==> src/rtl/debounce_pulse.sv <==
// Pushbutton conditioner: 2-FF synchronizer, stable-count debounce, registered press/release strobes.
// Optional auto-repeat of the press strobe while held: define DEBOUNCE_AUTOREPEAT_EN.
module debounce_pulse #(
    parameter int cnt_w         = 16,
    parameter int stable        = 1000,
    parameter int repeat_delay  = 500,
    parameter int repeat_period = 100
) (
    input  logic clk,
    input  logic reset,
    input  logic btn,
    output logic level,
    output logic rise,
    output logic fall
);

`ifdef DEBOUNCE_AUTOREPEAT_EN
    typedef enum logic [1:0] {RELEASED = 2'd0, HELD = 2'd1, REPEAT = 2'd2} state_t;
`else
    typedef enum logic [1:0] {RELEASED = 2'd0, HELD = 2'd1} state_t;
`endif

    if (stable < 2 || stable >= (1 << cnt_w) || repeat_delay < 2 || repeat_period < 2)
    begin : g_bad_param
        $error("debounce_pulse: illegal stable/repeat parameter for cnt_w");
    end

    localparam logic [cnt_w-1:0] STABLE_M1 = cnt_w'(stable - 1);

    logic             sync1_q, sync2_q;
    state_t           state_q, state_d;
    logic [cnt_w-1:0] dc_q, dc_d;
    logic             level_q, level_d;
    logic             rise_q, rise_d;
    logic             fall_q, fall_d;
    logic             mismatch, qualified;

`ifdef DEBOUNCE_AUTOREPEAT_EN
    localparam logic [cnt_w-1:0] DELAY_M1  = cnt_w'(repeat_delay - 1);
    localparam logic [cnt_w-1:0] PERIOD_M1 = cnt_w'(repeat_period - 1);
    logic [cnt_w-1:0] rc_q, rc_d;
`endif

    assign mismatch  = (sync2_q != level_q);
    // Qualifying edge: this is the stable-th consecutive cycle of disagreement.
    assign qualified = mismatch && (dc_q == STABLE_M1);

    always_comb begin
        state_d = state_q;
        dc_d    = '0;
        level_d = level_q;
        rise_d  = 1'b0;
        fall_d  = 1'b0;
`ifdef DEBOUNCE_AUTOREPEAT_EN
        rc_d    = '0;
`endif
        if (mismatch && !qualified) begin
            dc_d = dc_q + cnt_w'(1);
        end
        case (state_q)
            RELEASED: begin
                if (qualified) begin
                    state_d = HELD;
                    level_d = 1'b1;
                    rise_d  = 1'b1;
                end
            end
            default: begin
                if (qualified) begin
                    state_d = RELEASED;
                    level_d = 1'b0;
                    fall_d  = 1'b1;
                end
`ifdef DEBOUNCE_AUTOREPEAT_EN
                // Release wins over a repeat strobe due in the same cycle.
                else if (state_q == HELD && rc_q == DELAY_M1) begin
                    state_d = REPEAT;
                    rise_d  = 1'b1;
                end else if (state_q == REPEAT && rc_q == PERIOD_M1) begin
                    rise_d  = 1'b1;
                end else begin
                    rc_d = rc_q + cnt_w'(1);
                end
`endif
            end
        endcase
    end

    always_ff @(posedge clk or posedge reset) begin
        if (reset) begin
            sync1_q <= 1'b0;
            sync2_q <= 1'b0;
            state_q <= RELEASED;
            dc_q    <= '0;
            level_q <= 1'b0;
            rise_q  <= 1'b0;
            fall_q  <= 1'b0;
        end else begin
            sync1_q <= btn;
            sync2_q <= sync1_q;
            state_q <= state_d;
            dc_q    <= dc_d;
            level_q <= level_d;
            rise_q  <= rise_d;
            fall_q  <= fall_d;
        end
    end

`ifdef DEBOUNCE_AUTOREPEAT_EN
    always_ff @(posedge clk or posedge reset) begin
        if (reset) begin
            rc_q <= '0;
        end else begin
            rc_q <= rc_d;
        end
    end
`endif

    assign level = level_q;
    assign rise  = rise_q;
    assign fall  = fall_q;

endmodule
==> config.mk <==
export PLATFORM = sky130hd
export DESIGN_NAME = debounce_pulse
export DESIGN_NICKNAME = d
export VERILOG_FILES = /design/src/rtl/debounce_pulse.sv
export SDC_FILE = /design/constraint.sdc
export NUM_CORES = 1
export LEC_CHECK = 0
export ABC_AREA = 1
export CORE_AREA = 2 2 54 56
export CTS_CLUSTER_DIAMETER = 150
export DETAILED_ROUTE_END_ITERATION = 12
export DIE_AREA = 0 0 56 58
export PLACE_DENSITY = 0.74
export SLEW_MARGIN = 20
export SYNTH_ARGS = -nofsm -noshare
export SYNTH_HDL_FRONTEND = slang
export SYNTH_SLANG_ARGS = --single-unit
export TNS_END_PERCENT = 10
==> constraint.sdc <==
create_clock -name clk -period 1.2 [get_ports clk]
set_input_delay 0.24 -clock clk [delete_from_list [all_inputs] [get_ports clk]]
set_output_delay 0.24 -clock clk [all_outputs]
set_load 0.01 [all_outputs]
==> GITHUB_STEP_SUMMARY, run 1 <==
## PnR job results

| Metric | Value |
|---|---|
| Clk buf depth | 2 |
| Antenna violations before repair | 0 |
| Synth area leaders | dfrtp_1 (46%), nor2_1 (11%), nand2_1 (9.6%) |
| Cell-internal power | 0.881 mW |
| Met3 wire length | 54 um |
| 1st-pass router iterations | 4 |
| Largest net degree at the start of global routing | 22 |
| # clock sinks | 21 |
| Max IR drop VDD | 0.605 mV |
| Switch Pwr | 0.279 mW |
| Final Cycle Share | 1.04 |
| Pre-CTS WS | -0.0709 ns |
| Unrepaired setup endpoints after global routing | true |
| Startpoint types | register |
| Cell Area, Synth | 1130 um2 |
| Final WS setup | -0.0423 ns |
| Max-area cell share | 0.464 |
| Total grt overflow | 0 |
| Port Buffer Count | 5 |
| Die W | ~56 um |
| Clk latency late pin | ~0.3 ns |
| Chip area | 3250 um2 |
| Part of the power in registers | 0.632 |
| Logic pwr share | 0.072 |
| Wire per inst | 12.3 um |
| Number of global-route vias before repair | between 900 and 1000 |
| Met1 WL | 1030 um |
| Switching part of the total | 0.240 |
| Top Metal Used | met4 |
| # placed instances | 184 |
| Pwr per Cell Area | 835 nW/um2 |
| Via Count | approximately 970 |
| LEAKAGE | 0.567 nW |
| Maximum clock rate | 805 MHz |
| OpenROAD warnings | 28 |
| Rows | 19 |
| Post-Synthesis Cells | approximately 140 |
| H-tree depth | 1 |
| Die Height | 58 um |
| # DRC | 0 |
| Slew Limit Fails | 0 |
| DR vias/cell | about 5.0 |
| Final cell count without fillers | approximately 190 |
| Gpl congestion | between 0.8 and 0.9 |
| Worst-path fanout max | 8 |
| DP HPWL | 1710 um |
| Synth flops | 21 |
| Hold-fix buffer count after cts | 0 |
| Setup TNS Final | -0.508 ns |
| Outcome | finished with violations |
| Worst Path Required | 1.41 ns |
| Crit path time final | 1.24 ns |
| Failing checks | negative setup slack |
| Worst Tran Pin Value | 0.267 ns |
| Post-layout util | 0.522 |
| Final setup vio count | 16 |
| Share of layout cells above drive strength 1 | 0.302 |
| Max Cap Violations | 0 |
| FP Util | 0.425 |
| Critical path class | reg2reg |
| IO Count | 6 |
| Clock power frac | 0.297 |
| Tot Pwr | 1.16 mW |
| Core area | 2660 um2 |
| DRT antenna net count | 0 |
| # Cells Yosys | about 140 |
| Average cell area after synthesis | ~8 um2 |
| Root Buffer Master | clkbuf_4 |
| Area leader, netlist | dfrtp_1 |
| Area Overhead vs Synth | 22.7% |
| GRT Total Usage | 0.162 |
| Routed wl met2 | between 1000 and 1500 um |
| Register share after synthesis | 0.464 |
| Distinct lib cells | 21 |
| Iteration-0 DRC Markers | 29 |
| TritonCTS clock tree | built |
| Synthesis warning total | 0 |
| Syn_nets | ~150 |
| CP Data Arrival Time | 1.45 ns |
run 1: area by class of cell:
cell class | instances | area (um2)
multi-input combinational | 106 | 611
timing repair buffer | 16 | 123
inverter | 15 | 58.8
clock buffer | 3 | 22.5
tap | 31 | 38.8
fill | 239 | 1270
clock inverter | 1 | 5.00
sequential | 21 | 531
run 1: worst paths after layout:
kind | startpoint | endpoint | slack, ns | depth (start not counted)
setup / recovery | dc_q[0] | dc_q[4] | -0.04 | 6
hold / removal | reset | fall | 0.25 | 3
setup reg to reg | dc_q[0] | dc_q[4] | -0.04 | 6
hold reg to reg | sync1_q | sync2_q | 0.38 | 0
max in group asynchronous | reset | dc_q[4] | 0.72 | 3
min in group clk | sync1_q | sync2_q | 0.38 | 0
run 1: sequential cells by signal (all words and copies together), names as in the netlist:
register and flops:
dc_q 16, fall 1, rise 1, state_q 1, sync1_q 1, sync2_q 1
run 1: cells in the mapped netlist:
cell	n
a21oi_1	1
buf_6	1
dfrtp_1	21
ha_1	1
inv_1	12
inv_2	3
nand2_1	29
nand2_2	5
nand2_4	1
nand3_1	8
nand3_2	2
nand4_1	7
nor2_1	33
nor2_2	1
nor2_4	3
nor3_1	1
o21ai_1	3
o21bai_1	2
or2_2	1
xnor2_1	3
xor2_1	4
run 1: logic make-up (layout without fill, tap and decap cells):
| logic type | Yosys count | after routing | synth area share |
|---|---|---|---|
| adders and majority gates | 1 | 1 | 0.0110 |
| AOI/OAI and AO/OA | 6 | 6 | 0.0309 |
| buffers and inverters | 16 | 35 | 0.0597 |
| and+or+nand+nor | 91 | 92 | 0.380 |
| DFF | 21 | 21 | 0.464 |
| xor gates and xnor gates | 7 | 7 | 0.0541 |
run 1: metrics by stage:
step | hold slack (ns) | instance area (um2)
global placement | 0.332 | 1270
detailed placement | 0.354 | 1270
CTS | 0.255 | 1390
global route | 0.255 | 1390
finish | 0.247 | 1390
floorplan | 0.217 | 1140
run 1: power groups by stage:
| stage | Combinational (mW) | Clock [mW] | Sequential [mW] |
|---|---|---|---|
| after global routing | 0.0939 | 0.386 | 0.735 |
| after global placement | 0.0664 | 0 | 0.745 |
| after detailed placement | 0.0693 | 0 | 0.746 |
| final | 0.0830 | 0.344 | 0.733 |
| after floorplan | 0.0444 | 0 | 0.745 |
| after CTS | 0.0845 | 0.351 | 0.733 |
run 1: repair_timing:
action | in CTS | in global routing
setup buffers | 4 | 0
endpoints found under the setup margin | 19 | 19
pin swaps | 8 | 0
gates cloned | 1 | 0
resized | 23 | 5
run 1: critical path: stages, from the launching register on:
cell and delay [ns]:
dfrtp_2 0.43, ha_4 0.17, nand3_1 0.08, nor2_1 0.14, nand2_2 0.14, nand2_4 0.14
nor2_1 0.05
run 1: per-layer routing:
layer	vias up	GRT usage
li1	490	-
met1	457	0.211
met2	17	0.274
met3	5	0.0134
met4	0	0.0816
met5	-	0
**Run 1: wires at chosen ports, followed through buffers**

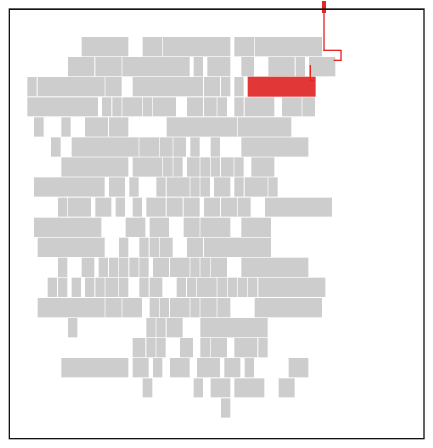
port	colour	bits	direction	edge	end cells	buffers	wire
`rise`	red	1	output	top	1	1	12.3 um

**Run 1: clock wiring as the flow saved it**

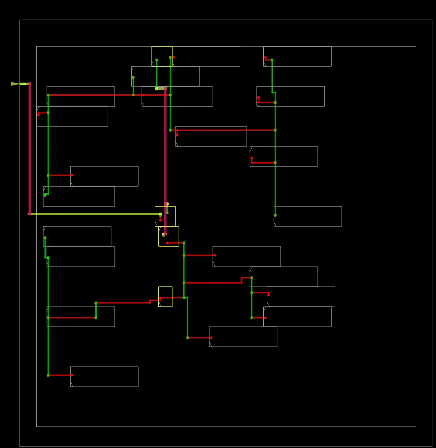
Max Clock Skew: 0.00254 ns
clock network power: 0.344 mW
TritonCTS Buffers: 3

**Run 1: clock wires, drivers and flops**

The bar under the picture is 20 um long.
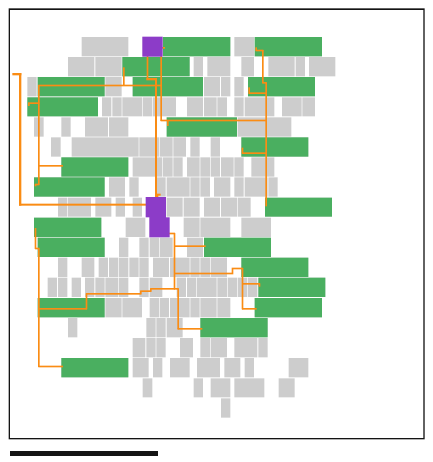
[clock drivers] purple | count: 3
[clock wires] orange | length: 243 um
[flip-flops] green | count: 21
routed clock nets	4

==> run 2: changes to the inputs <==
--- a/config.mk
+++ b/config.mk
@@ -9,3 +9,5 @@
 export CORE_AREA = 2 2 54 56
+export CTS_BUF_LIST = sky130_fd_sc_hd__clkbuf_16
 export CTS_CLUSTER_DIAMETER = 150
+export CTS_CLUSTER_SIZE = 30
 export DETAILED_ROUTE_END_ITERATION = 12
==> constraint.sdc (replaced) <==
create_clock -name clk -period 1.2 [get_ports clk]
set_input_delay 0.12 -clock clk [delete_from_list [all_inputs] [get_ports clk]]
set_output_delay 0.12 -clock clk [all_outputs]
set_load 0.01 [all_outputs]
**Run 2: gate families picked out**

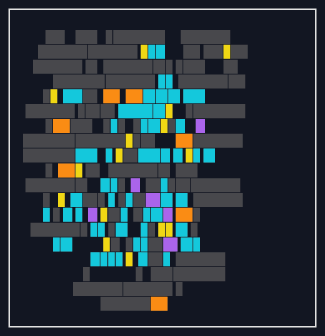
family	colour	cells	most used
NAND gates	cyan	53	nand2_1
inverters	yellow	15	inv_1
XOR/XNOR gates	orange	7	xor2_1
inverting AOI/OAI gates	purple	6	o21ai_1

**Run 2: placement by cell class**

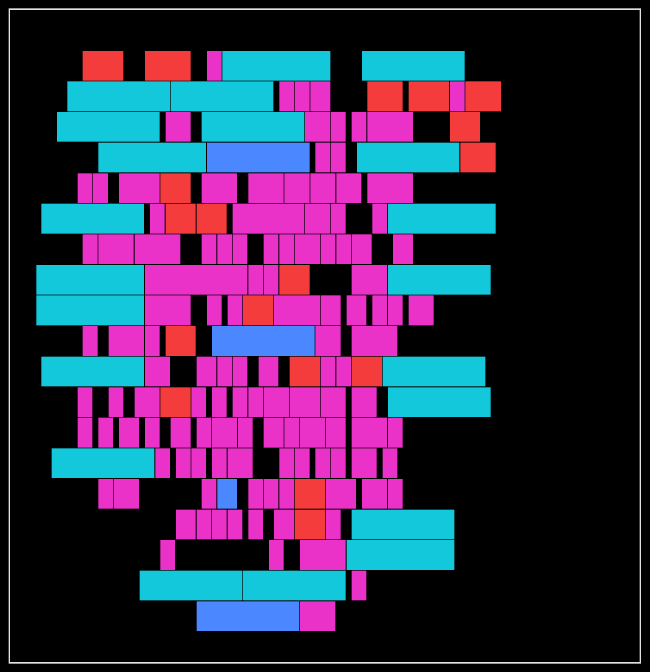
class	colour	cells
flops	cyan	21
other buffers and delay cells	red	18
clock drivers and dummy loads	blue	4
combinational and other logic	magenta	121
Rows: 19
post-layout util: 0.547
Layout Cell Area excl Fill: 1460 um2

==> run 2 against run 1 <==
Compared with the run above:
- the flow still finishes with violations (negative setup slack)
- non-clock buffer count grew 2
- critical path depth is the same
- combinational power grew about 10%
- flip-flop count is the same
- worst hold slack lost 0.061 ns
- power grew 33%
- clock skew shrank 0.0015 ns
- critical endpoint unchanged
==> GITHUB_STEP_SUMMARY, run 2 <==
## PnR job results

| Metric | Value |
|---|---|
| Critical path class | reg2reg |
| Outcome | finished with violations |
| Adder Share, Synth | 0.0110 (unchanged) |
| Syn_nets | 146 (unchanged) |
| Distinct lib cells | 21 (unchanged) |
| Gpl congestion | 0.907 (+5.5%) |
| Number of global-route vias before repair | 993 (+6.3%) |
| Die W | 56 um (unchanged) |
| Failing checks | negative setup slack |
| IO Count | 6 (unchanged) |
| H-tree depth | 1 (unchanged) |
| Largest net degree at the start of global routing | 22 (unchanged) |
| Core area | 2660 um2 (unchanged) |
| Tot Pwr | 1.54 mW (+33%) |
| Register share after synthesis | 0.464 (unchanged) |
| LEAKAGE | 0.616 nW (+8.6%) |
| Worst Tran Pin Value | 0.259 ns (-0.00879 ns) |
| # Cells Yosys | 142 (unchanged) |
| XOR/XNOR Area Share | 0.0541 (unchanged) |
| Port Buffer Count | 5 (unchanged) |
| Area leader, netlist | dfrtp_1 |
| OpenROAD warnings | 28 (unchanged) |
| Ao+oa area frac | 0.0309 (unchanged) |
| Wire per inst | 14.1 um (+15%) |
| Final WS setup | -0.0961 ns (-0.0538 ns) |
| Max Clock Skew | 0.00104 ns (-0.00150 ns) |
| Total grt overflow | 0 (unchanged) |
| Cell Area, Synth | 1130 um2 (unchanged) |
| # clock sinks | 21 (unchanged) |
| Die Height | 58 um (unchanged) |
| Max-area cell share | 0.464 (unchanged) |
| Final setup vio count | 17 (+1) |
| CP Data Arrival Time | 1.44 ns (about the same) |
| Synthesis warning total | 0 (unchanged) |
| Biggest register | dc_q |
| FP Util | 0.425 (unchanged) |
| Simple Share, Synth | 0.380 (unchanged) |
| DP HPWL | 1680 um (-1.6%) |
| Synth logic family | simple AND/OR/NAND/NOR gates |
## run 2: cell counts after synthesis
Identical to the previous run, type by type.
## run 2: what timing repair did
item / CTS / global route
hold endpoints to repair: 0 / 0
setup buffers: 3 / 2
cloned: 1 / 0
endpoints found under the setup margin: 20 / 17
pin swaps: 4 / 8
gates resized: 10 / 12
## run 2: path summary, 6_finish.rpt
kind | depth (start not counted) | start | slack [ns] | to
hold reg to reg | 0 | sync1_q | 0.35 | sync2_q
setup reg to reg | 6 | dc_q[0] | -0.1 | dc_q[4]
hold / removal | 3 | reset | 0.19 | dc_q[12]
max in group asynchronous | 3 | reset | 0.79 | dc_q[7]
setup / recovery | 6 | dc_q[0] | -0.1 | dc_q[4]
min in group clk | 1 | btn | 0.30 | sync1_q
## run 2: metal layers
layer	track usage	up-vias	wire length, um
li1	-	488	-
met1	0.205	499	1100
met2	0.294	32	1440
met3	0.0223	13	78
met4	0.146	0	134
met5	0	-	0
## run 2: worst max-delay path, stage by stage (launching register included)
cell and delay, ns:
dfrtp_1 0.42, ha_4 0.20, nand3_1 0.10, nor2_1 0.13
nand2_2 0.12, nand2_4 0.15, nor2_1 0.07
## run 2: report_power, final
group / switching, mW / internal (mW)
Combinational: 0.0513 / 0.0401
Sequential: 0.0158 / 0.720
Clock: 0.262 / 0.448
Total: 0.329 / 1.21
## run 2: logic make-up (layout without fill, tap and decap cells)
kind of cell	count (synthesis)	count (layout)
simple gates	91	92
xor+xnor	7	7
buf+inv	16	37
fa+ha+maj	1	1
compound gates	6	6
flops	21	21
## run 2: stage by stage
stage	instance area (um2)	utilization	setup slack (ns)
floorplan	1140	-	0.00818
global placement	1280	0.482	-0.0436
detailed placement	1280	0.482	-0.0601
CTS	1410	0.528	-0.0296
global route	1460	0.547	-0.153
finish	1460	0.547	-0.0961
## run 2: final cells by class
class	instances	area, um2	share of cell area
multi-input combinational	106	601	0.412
sequential	21	533	0.366
timing repair buffer	18	148	0.101
clock buffer	3	75.1	0.0515
inverter	15	56.3	0.0387
tap	31	38.8	0.0266
clock inverter	1	5.00	0.00344
==> run 3: changes to the inputs <==
Settings changed: CAP_MARGIN from default to 0.
**Run 3: placement by cell class**

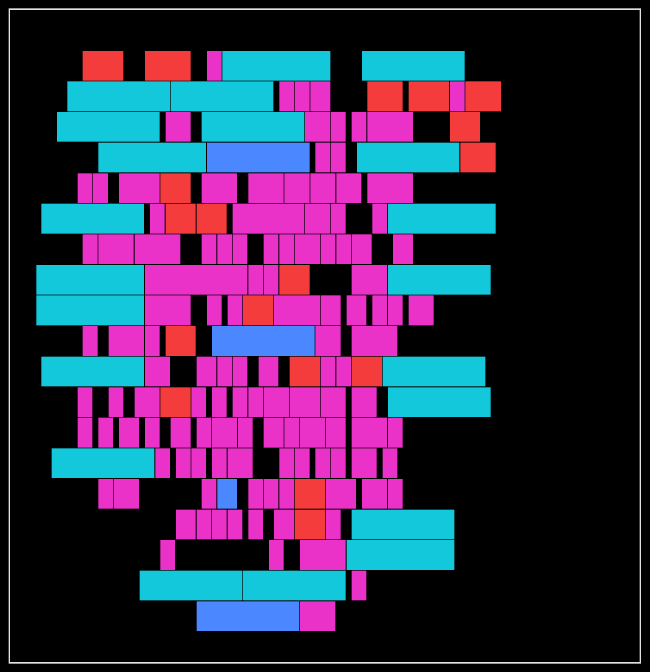
class	colour	cells
combinational and other logic	magenta	121
other buffers and delay cells	red	18
clock drivers and dummy loads	blue	4
flops	cyan	21

**Run 3: wires at chosen ports, followed through buffers**

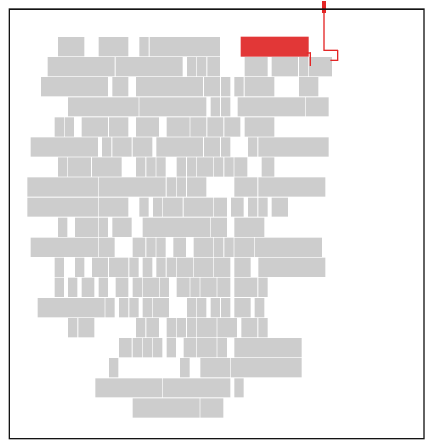
port	colour	bits	direction	edge	end cells	buffers	wire
`rise`	red	1	output	top	1	1	11.5 um

==> run 3 against run 2 <==
Compared with the run above:
- the flow still finishes with violations (negative setup slack)
- register-to-register slack is essentially flat
- setup slack unchanged
- utilization unchanged
- critical path depth unchanged
- global-route usage unchanged
- power stayed put
- synthesized cell count did not move
- largest cell class unchanged
- highest routed layer unchanged
==> GITHUB_STEP_SUMMARY, run 3 <==
## PnR job results

| Metric | Value |
|---|---|
| Share of layout cells above drive strength 1 | 0.299 |
| Adder Share, Synth | 0.0110 (unchanged) |
| # clock sinks | 21 (unchanged) |
| Max Clock Skew | 0.00104 ns (unchanged) |
| Hold Vio Cnt, Final | 0 |
| Port Buffer Count | 5 (unchanged) |
| Failing checks | negative setup slack |
| CP Data Arrival Time | 1.44 ns (about the same) |
| Number of global-route vias before repair | 993 (unchanged) |
| LEAKAGE | 0.616 nW (unchanged) |
| # Cells Yosys | 142 (unchanged) |
| Largest net degree at the start of global routing | 22 (unchanged) |
| Area leader, netlist | dfrtp_1 |
| Slew headroom | 0.828 |
| Clk latency late pin | between 0.2 and 0.3 ns |
| GR peak layer | met2 |
| H-tree depth | 1 (unchanged) |
| Cell-internal power | 1.21 mW (unchanged) |
| Crit end category | register |
| DR vias/cell | between 5 and 6 |
| Area Overhead vs Synth | 28.6% |
| Distinct lib cells | 21 (unchanged) |
| Synth area leaders | dfrtp_1 (46%), nor2_1 (11%), nand2_1 (9.6%) |
| Commonest Layout Cell | nor2_1 |
| Die Height | 58 um (unchanged) |
| FP Util | 0.425 (unchanged) |
| Pre-CTS WS | -0.0601 ns (unchanged) |
| Post-synth EDFFs | 0 |
| Ao+oa area frac | 0.0309 (unchanged) |
| Biggest register | dc_q |
| XOR/XNOR Area Share | 0.0541 (unchanged) |
| Max-area cell share | 0.464 (unchanged) |
| Rows | 19 (unchanged) |
| DP HPWL | 1680 um (unchanged) |
| Outcome | finished with violations |
| Gpl congestion | 0.907 (unchanged) |
| Core area | 2660 um2 (unchanged) |
| # DRC | 0 |
| Cell Area, Synth | 1130 um2 (unchanged) |
| Average cell area after synthesis | around 8.0 um2 |
| Routed WL | ~2800 um |
| Logic pwr share | 0.059 (about the same) |
| Syn_nets | 146 (unchanged) |
| Final Cycle Share | 1.08 |
| Wire per inst | 14.1 um (unchanged) |
| Register area | 533 um2 (unchanged) |
| Register share after synthesis | 0.464 (unchanged) |
| Worst Tran Pin Value | 0.259 ns (unchanged) |
| OpenROAD warnings | 28 (unchanged) |
| TritonCTS Buffers | 3 |
| Global Route met2 Usage | 0.294 (unchanged) |
| Global Route met1 Usage | 0.205 (unchanged) |
| Die W | 56 um (unchanged) |
| Count leader, synth | nor2_1 |
| Logic cell area | 601 um2 (unchanged) |
| Met3 usage | 0.0223 (unchanged) |
| Pwr per Cell Area | roughly 1100 nW/um2 |
| Clock power frac | 0.462 (about the same) |
| Switch Pwr | 0.329 mW (unchanged) |
| Via Count | between 1000 and 1500 |
| Most instantiated logic cells after routing | nor2_1 (28), nand2_1 (26), dfrtp_1 (15) |
| Fillers | 231 |
| Total grt overflow | 0 (unchanged) |
| Final setup vio count | 17 (unchanged) |
| Slew Limit Fails | 0 |
| Synth logic family | simple AND/OR/NAND/NOR gates |
| Critical path class | reg2reg |
| TritonCTS clock tree | built |
| Simple Share, Synth | 0.380 (unchanged) |
| Final WS setup | -0.0961 ns (unchanged) |
| Switching part of the total | 0.214 (unchanged) |
| Part of the power in registers | 0.479 (about the same) |
| Final net count | between 150 and 200 |
| Synthesis warning total | 0 (unchanged) |
| Post-synth ARST share | 1.00 |
| IO Count | 6 (unchanged) |
| Max Cap Violations | 0 |
| Antenna violations before repair | 0 |
| DRT antenna net count | 0 |
| Max reg flops | 16 |
run 3: cell counts after synthesis:
Identical to the previous run, type by type.
run 3: what timing repair did:
| item | CTS | global route |
|---|---|---|
| buffers inserted | 3 | 2 |
| cloned | 1 | 0 |
| gates resized | 10 | 12 |
| hold endpoints to repair | 0 | 0 |
| pin swaps | 4 | 8 |
| setup endpoints to repair | 20 | 17 |
run 3: cell type report:
class,instances,share of cell area
tap,31,0.0266
timing repair buffer,18,0.101
inverter,15,0.0387
clock buffer,3,0.0515
clock inverter,1,0.00344
multi-input combinational,106,0.412
sequential,21,0.366
run 3: power groups by stage:
| stage | Combinational [mW] | Sequential (mW) | Clock, mW |
|---|---|---|---|
| 6_report | 0.0914 | 0.736 | 0.710 |
| 5_1_grt | 0.101 | 0.737 | 0.734 |
| 4_1_cts | 0.0824 | 0.732 | 0.720 |
| 3_5_place_dp | 0.0699 | 0.746 | 0 |
| 3_3_place_gp | 0.0668 | 0.745 | 0 |
| 2_1_floorplan | 0.0444 | 0.745 | 0 |
run 3: stage by stage:
stage,total power [mW],util,setup TNS [ns],area (um2)
after floorplan,0.789,-,0,1140
after global placement,0.812,0.482,-0.589,1280
after detailed placement,0.816,0.482,-0.809,1280
after CTS,1.53,0.528,-0.0961,1410
after global routing,1.57,0.547,-2.41,1460
final,1.54,0.547,-1.27,1460
run 3: cell families after synthesis:
group,Yosys count
compound gates,6
xor+xnor,7
fa+ha+maj,1
buf+inv,16
flops,21
simple gates,91
run 3: critical path: stages, from the launching register on:
cell     delay, ns
dfrtp_1       0.42
ha_4          0.20
nand3_1       0.10
nor2_1        0.13
nand2_2       0.12
nand2_4       0.15
nor2_1        0.07
run 3: worst paths after layout:
| kind | depth (start not counted) | slack (ns) | to | startpoint |
|---|---|---|---|---|
| max | 6 | -0.1 | dc_q[4] | dc_q[0] |
| min | 3 | 0.19 | dc_q[12] | reset |
| max reg2reg | 6 | -0.1 | dc_q[4] | dc_q[0] |
| max in group asynchronous | 3 | 0.79 | dc_q[7] | reset |
| min reg2reg | 0 | 0.35 | sync2_q | sync1_q |
| min in group clk | 1 | 0.30 | sync1_q | btn |
run 3: layer usage:
layer  vias to the layer above  routed length [um]
met5                         -                   0
met4                         0                 134
met3                        13                  78
met2                        32                1440
met1                       499                1100
li1                        488                   -
Power is estimated from default activity; no workload was simulated.
